<file path="src/rtl/branch_predictor_if.sv">
`default_nettype none
// ============================================================================
// Module   : branch_predictor_if
// Brief    : Fetch/Execute bus between the pipeline and the branch predictor.
//            The pipeline side is the master; the predictor is the slave.
// Revision : 1.0  initial release
// ============================================================================
interface branch_predictor_if #(
  parameter int XLEN  = 32,
  parameter int CNT_W = 16
);
  // Fetch side
  logic [XLEN-1:0]  PCF;
  logic             predTakenF;
  logic [XLEN-1:0]  predTargetF;

  // Execute side
  logic             ctrlE;
  logic             stallE;
  logic [2:0]       branchE;
  logic [1:0]       jumpE;
  logic [1:0]       PCSrcE;
  logic [XLEN-1:0]  PCE;
  logic [XLEN-1:0]  PCPlus4E;
  logic [XLEN-1:0]  PCTargetE;
  logic             predTakenE;
  logic [XLEN-1:0]  predTargetE;
  logic             mispredictE;
  logic [XLEN-1:0]  redirectPCE;

  // Performance counters
  logic [CNT_W-1:0] branchCount;
  logic [CNT_W-1:0] mispredCount;

  modport master (
    output PCF, ctrlE, stallE, branchE, jumpE, PCSrcE, PCE, PCPlus4E,
           PCTargetE, predTakenE, predTargetE,
    input  predTakenF, predTargetF, mispredictE, redirectPCE,
           branchCount, mispredCount
  );

  modport slave (
    input  PCF, ctrlE, stallE, branchE, jumpE, PCSrcE, PCE, PCPlus4E,
           PCTargetE, predTakenE, predTargetE,
    output predTakenF, predTargetF, mispredictE, redirectPCE,
           branchCount, mispredCount
  );
endinterface
`default_nettype wire

</file>
<file path="src/rtl/branch_predictor.sv">
`default_nettype none
// ============================================================================
// Module   : branch_predictor
// Brief    : Direct-mapped BTB branch predictor. Predicts next PC in Fetch,
//            resolves in Execute (mispredict + redirect PC), and keeps
//            saturating resolved/mispredict performance counters.
// Revision : 1.0  initial release
// ============================================================================
module branch_predictor #(
  parameter int ENTRIES  = 16,
  parameter int IDX_BITS = 4,
  parameter int XLEN     = 32,
  parameter int CNT_W    = 16
) (
  input wire               clk,
  input wire               rst,   // asynchronous, active-low
  branch_predictor_if.slave bp
);

  localparam int TAG_W = XLEN - IDX_BITS - 2;
  localparam logic [CNT_W-1:0] CNT_MAX = '1;
  localparam logic [1:0] JUMP_JAL  = 2'b01;
  localparam logic [1:0] JUMP_JALR = 2'b10;

  // BTB storage
  logic             valid_q  [ENTRIES];
  logic             valid_d  [ENTRIES];
  logic [1:0]       ctr_q    [ENTRIES];
  logic [1:0]       ctr_d    [ENTRIES];
  logic             jmp_q    [ENTRIES];
  logic             jmp_d    [ENTRIES];
  logic [TAG_W-1:0] tag_q    [ENTRIES];
  logic [TAG_W-1:0] tag_d    [ENTRIES];
  logic [XLEN-1:0]  target_q [ENTRIES];
  logic [XLEN-1:0]  target_d [ENTRIES];

  logic [CNT_W-1:0] branch_cnt_q, branch_cnt_d;
  logic [CNT_W-1:0] mispred_cnt_q, mispred_cnt_d;

  // Fetch-side lookup
  logic [IDX_BITS-1:0] f_idx;
  logic [TAG_W-1:0]    f_tag;
  logic                f_hit;
  logic                pred_taken_f;
  logic [XLEN-1:0]     pred_target_f;

  // Execute-side resolution
  logic [IDX_BITS-1:0] e_idx;
  logic [TAG_W-1:0]    e_tag;
  logic                e_hit;
  logic                upd_en;
  logic                actual_taken;
  logic                mispredict;
  logic                is_jal;
  logic                is_jalr;
  logic                is_branch;

  // Low PC bits are always zero for word-aligned instructions.
  logic unused_bits;
  assign unused_bits = &{1'b0, bp.PCF[1:0], bp.PCE[1:0]};

  assign f_idx = bp.PCF[IDX_BITS+1:2];
  assign f_tag = bp.PCF[XLEN-1:IDX_BITS+2];
  assign e_idx = bp.PCE[IDX_BITS+1:2];
  assign e_tag = bp.PCE[XLEN-1:IDX_BITS+2];

  // Zero-latency prediction from pre-edge BTB contents (no E->F bypass)
  always_comb begin
    f_hit         = valid_q[f_idx] && (tag_q[f_idx] == f_tag);
    pred_taken_f  = f_hit && (jmp_q[f_idx] || ctr_q[f_idx][1]);
    pred_target_f = pred_taken_f ? target_q[f_idx] : '0;
  end

  // Execute resolution: compare carried prediction against actual outcome
  always_comb begin
    upd_en       = bp.ctrlE && !bp.stallE;
    actual_taken = (bp.PCSrcE != 2'b00);
    is_jal       = (bp.jumpE == JUMP_JAL);
    is_jalr      = (bp.jumpE == JUMP_JALR);
    is_branch    = (bp.jumpE == 2'b00) && (bp.branchE != 3'b000);
    e_hit        = valid_q[e_idx] && (tag_q[e_idx] == e_tag);
    mispredict   = upd_en &&
                   ((actual_taken != bp.predTakenE) ||
                    (actual_taken && (bp.predTargetE != bp.PCTargetE)));
  end

  assign bp.predTakenF   = pred_taken_f;
  assign bp.predTargetF  = pred_target_f;
  assign bp.mispredictE  = mispredict;
  assign bp.redirectPCE  = actual_taken ? bp.PCTargetE : bp.PCPlus4E;
  assign bp.branchCount  = branch_cnt_q;
  assign bp.mispredCount = mispred_cnt_q;

  // Next BTB state: only the entry addressed by PCE can change
  always_comb begin
    for (int i = 0; i < ENTRIES; i++) begin
      valid_d[i]  = valid_q[i];
      ctr_d[i]    = ctr_q[i];
      jmp_d[i]    = jmp_q[i];
      tag_d[i]    = tag_q[i];
      target_d[i] = target_q[i];
    end
    // JALR targets are register-dependent, so they are never cached.
    if (upd_en && !is_jalr) begin
      if (is_jal) begin
        valid_d[e_idx]  = 1'b1;
        jmp_d[e_idx]    = 1'b1;
        ctr_d[e_idx]    = 2'b11;
        tag_d[e_idx]    = e_tag;
        target_d[e_idx] = bp.PCTargetE;
      end else if (is_branch) begin
        if (e_hit) begin
          if (actual_taken) begin
            if (ctr_q[e_idx] != 2'b11) ctr_d[e_idx] = ctr_q[e_idx] + 2'b01;
            target_d[e_idx] = bp.PCTargetE;
          end else begin
            if (ctr_q[e_idx] != 2'b00) ctr_d[e_idx] = ctr_q[e_idx] - 2'b01;
          end
        end else if (actual_taken) begin
          // Taken miss evicts whatever lives at this index.
          valid_d[e_idx]  = 1'b1;
          jmp_d[e_idx]    = 1'b0;
          ctr_d[e_idx]    = 2'b10;
          tag_d[e_idx]    = e_tag;
          target_d[e_idx] = bp.PCTargetE;
        end
      end
    end
  end

  // Saturating performance counters
  always_comb begin
    branch_cnt_d  = branch_cnt_q;
    mispred_cnt_d = mispred_cnt_q;
    if (upd_en && (branch_cnt_q != CNT_MAX)) branch_cnt_d = branch_cnt_q + 1'b1;
    if (mispredict && (mispred_cnt_q != CNT_MAX)) mispred_cnt_d = mispred_cnt_q + 1'b1;
  end

  // State registers with asynchronous clear
  always_ff @(posedge clk or negedge rst) begin
    if (!rst) begin
      for (int i = 0; i < ENTRIES; i++) begin
        valid_q[i]  <= 1'b0;
        ctr_q[i]    <= 2'b01;
        jmp_q[i]    <= 1'b0;
        tag_q[i]    <= '0;
        target_q[i] <= '0;
      end
      branch_cnt_q  <= '0;
      mispred_cnt_q <= '0;
    end else begin
      for (int i = 0; i < ENTRIES; i++) begin
        valid_q[i]  <= valid_d[i];
        ctr_q[i]    <= ctr_d[i];
        jmp_q[i]    <= jmp_d[i];
        tag_q[i]    <= tag_d[i];
        target_q[i] <= target_d[i];
      end
      branch_cnt_q  <= branch_cnt_d;
      mispred_cnt_q <= mispred_cnt_d;
    end
  end

endmodule
`default_nettype wire

</file>
<file path="src/flat_wrapper.sv">
// flat-port wrapper written by rule: the top's interface ports become plain ports
module branch_predictor_flat 
#(
  parameter int ENTRIES  = 16,
  parameter int IDX_BITS = 4,
  parameter int XLEN     = 32,
  parameter int CNT_W    = 16
)
  (clk, rst, bp_PCF, bp_ctrlE, bp_stallE, bp_branchE, bp_jumpE, bp_PCSrcE, bp_PCE, bp_PCPlus4E, bp_PCTargetE, bp_predTakenE, bp_predTargetE, bp_predTakenF, bp_predTargetF, bp_mispredictE, bp_redirectPCE, bp_branchCount, bp_mispredCount);
  branch_predictor_if #(.XLEN(XLEN), .CNT_W(CNT_W)) bp_i ();
  input wire clk;
  input wire rst;
  input wire logic [$bits(bp_i.PCF)-1:0] bp_PCF;
  input wire logic [$bits(bp_i.ctrlE)-1:0] bp_ctrlE;
  input wire logic [$bits(bp_i.stallE)-1:0] bp_stallE;
  input wire logic [$bits(bp_i.branchE)-1:0] bp_branchE;
  input wire logic [$bits(bp_i.jumpE)-1:0] bp_jumpE;
  input wire logic [$bits(bp_i.PCSrcE)-1:0] bp_PCSrcE;
  input wire logic [$bits(bp_i.PCE)-1:0] bp_PCE;
  input wire logic [$bits(bp_i.PCPlus4E)-1:0] bp_PCPlus4E;
  input wire logic [$bits(bp_i.PCTargetE)-1:0] bp_PCTargetE;
  input wire logic [$bits(bp_i.predTakenE)-1:0] bp_predTakenE;
  input wire logic [$bits(bp_i.predTargetE)-1:0] bp_predTargetE;
  output wire logic [$bits(bp_i.predTakenF)-1:0] bp_predTakenF;
  output wire logic [$bits(bp_i.predTargetF)-1:0] bp_predTargetF;
  output wire logic [$bits(bp_i.mispredictE)-1:0] bp_mispredictE;
  output wire logic [$bits(bp_i.redirectPCE)-1:0] bp_redirectPCE;
  output wire logic [$bits(bp_i.branchCount)-1:0] bp_branchCount;
  output wire logic [$bits(bp_i.mispredCount)-1:0] bp_mispredCount;
  assign bp_i.PCF = bp_PCF;
  assign bp_i.ctrlE = bp_ctrlE;
  assign bp_i.stallE = bp_stallE;
  assign bp_i.branchE = bp_branchE;
  assign bp_i.jumpE = bp_jumpE;
  assign bp_i.PCSrcE = bp_PCSrcE;
  assign bp_i.PCE = bp_PCE;
  assign bp_i.PCPlus4E = bp_PCPlus4E;
  assign bp_i.PCTargetE = bp_PCTargetE;
  assign bp_i.predTakenE = bp_predTakenE;
  assign bp_i.predTargetE = bp_predTargetE;
  assign bp_predTakenF = bp_i.predTakenF;
  assign bp_predTargetF = bp_i.predTargetF;
  assign bp_mispredictE = bp_i.mispredictE;
  assign bp_redirectPCE = bp_i.redirectPCE;
  assign bp_branchCount = bp_i.branchCount;
  assign bp_mispredCount = bp_i.mispredCount;
  branch_predictor #(.ENTRIES(ENTRIES), .IDX_BITS(IDX_BITS), .XLEN(XLEN), .CNT_W(CNT_W)) u_core (.clk(clk), .rst(rst), .bp(bp_i));
endmodule
</file>
<file path="config.mk">
export PLATFORM = sky130hd
export DESIGN_NAME = branch_predictor_flat
export DESIGN_NICKNAME = d
export VERILOG_FILES = /design/src/rtl/branch_predictor_if.sv /design/src/rtl/branch_predictor.sv /design/src/flat_wrapper.sv
export SDC_FILE = /design/constraint.sdc
export NUM_CORES = 2
export LEC_CHECK = 0
export ABC_AREA = 1
export CAP_MARGIN = 30
export CORE_ASPECT_RATIO = 0.8
export CORE_UTILIZATION = 50
export CTS_CLUSTER_SIZE = 25
export DETAILED_ROUTE_END_ITERATION = 8
export PLACE_DENSITY = 0.68
export REMOVE_ABC_BUFFERS = 1
export SYNTH_ARGS = -nofsm -noshare
export SYNTH_HDL_FRONTEND = slang
export SYNTH_SLANG_ARGS = --single-unit
</file>
<file path="constraint.sdc">
create_clock -name clk -period 3.9 [get_ports clk]
set_clock_uncertainty 0.05 [all_clocks]
set_input_delay 0.78 -clock clk [delete_from_list [all_inputs] [get_ports clk]]
set_output_delay 0.78 -clock clk [all_outputs]
set_load 0.01 [all_outputs]
</file>
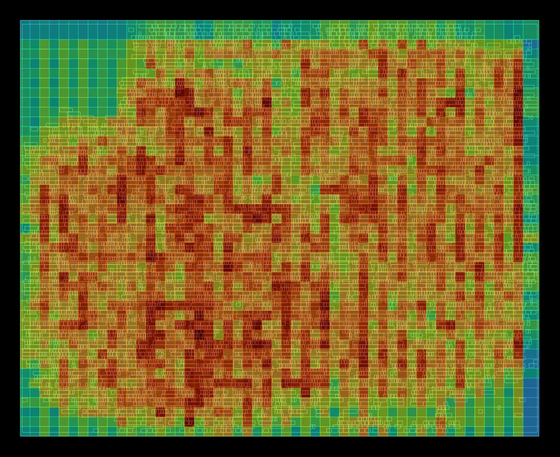
**Above:** congestion heat map.
fin util: 0.610
Tot GR Track Use: 0.349
busiest grt layer: met2

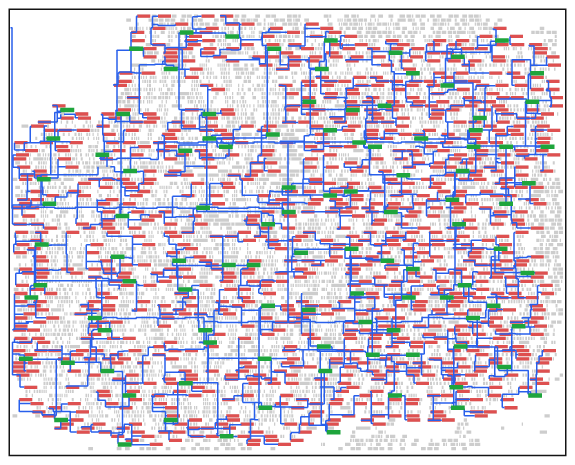
**Above:** routed clock nets over the placement.
Scale: 1.5 px per um.
red -> flip-flops  # count 1024
green -> cells driving clock nets  # count 104
blue -> clock wires  # length 13200 um
routed clock nets = 105
flops lie = all over the die

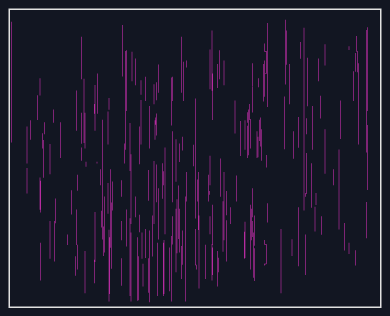
**Above:** met4 routing.
Scale: 1 px per um.
share of all routed wire = 4.2%
longest straight run = 182 um
wire length on this layer = 8110 um
total detailed-routing wirelength: 195 mm
vias: 53567

==> qor.yml <==
power_and_ir_drop:
  pg_clk_mw: 10.7
  top_power_group: "registers"
  seq_cell_power_mw: 13.0
  power_frac_comb: 0.178
  vdd_drop_max_v: 0.000384
  cellInternalPower_mw: 20.3
  clock_power_share: 0.372
yosys:
  synth_top_cell_by_count: "nand2_1"
  ys_types: 44
  yosys.area.top_type_share: 0.466
  ys_seq_frac: 0.473
  synth-edff-count: 0
  logic_family: "simple AND/OR/NAND/NOR gates"
  synth_cells: 7562
  synthAoiAreaFrac: 0.181
  syn_area_um2: 54200
  yosys.area_share.simple: 0.252
  synth_area_leader_cell: "dfrtp_1"
  async_flop_share: 1.00
  yosys_area_um2: 54200
  common_cells: "nand2_1, o21ai_0, dfrtp_1, inv_1, clkbuf_1"
global_route:
  use_met3: 0.0622
  grt.overflow.total: 0
  antenna_found_initial: 2
  grt_max_degree: 159
sta:
  setup_tns_ns: -7.57
  fin_crit_sh: 1.07
  setup_viol: 33
  hold_violations: 2
  timing.final.ws_setup_ns: -0.292
  rsz0062_at_grt: "true"
  drv_slew: 0
  max_freq_mhz: 239
  worst_pin_slew_ns: 0.894
  fin_hold_ws_ns: -0.00677
setup_path:
  max_stage_delay_ns: 0.34
  cp.arrival_ns: 3.36
  timing.rr.start: "u_core.tag_q[257]"
  rr_worst_depth: 19
  endpoint: "bp_predTargetF[17]"
  cp_top_family: "buffers and inverters"
  crit_cells: 15
  rr_endpoint: "u_core.tag_q[217]"
detailed_routing:
  drc: 0
  wl_met2_mm: 86.6
final_layout:
  nFillCells: 9512
  final-clk-cell-share: 0.0555
  signal_buffers: 722
  sh_seq_area: 0.393
  logic_gates: 5415
  design_area_um2: 65300
  nonClockInverterCount: 546
  antenna_cells: 3
  ff_count: 1024
  drive_gt1_frac: 0.103
  largestClassByArea: "registers"
  regArea_um2: 25600
  area_delta_synth_final_pct: 20.5
  final_common_cell: "nand2_1"
  top_regs: "u_core.target_q: 512 flops, u_core.tag_q: 416 flops, u_core.ctr_q: 32 flops"
floorplan:
  core-area_um2: 107000
  nWellTaps: 1417
  die_y_um: 296
clock_tree:
  cts_max_path_buffers: 3
  ctsHoldBuffers: 0
  clk_pin_slew_worst_paths_ns: 0.06
  clock_latency_ns: 0.73
  cts_tree: "built"
  cts_setup_buffers: 6
outcome:
  violations: "hold timing, setup timing"
  status: "finished, violations left"
placement:
  place_ws_ns: -0.783
  place_area_um2: 61100
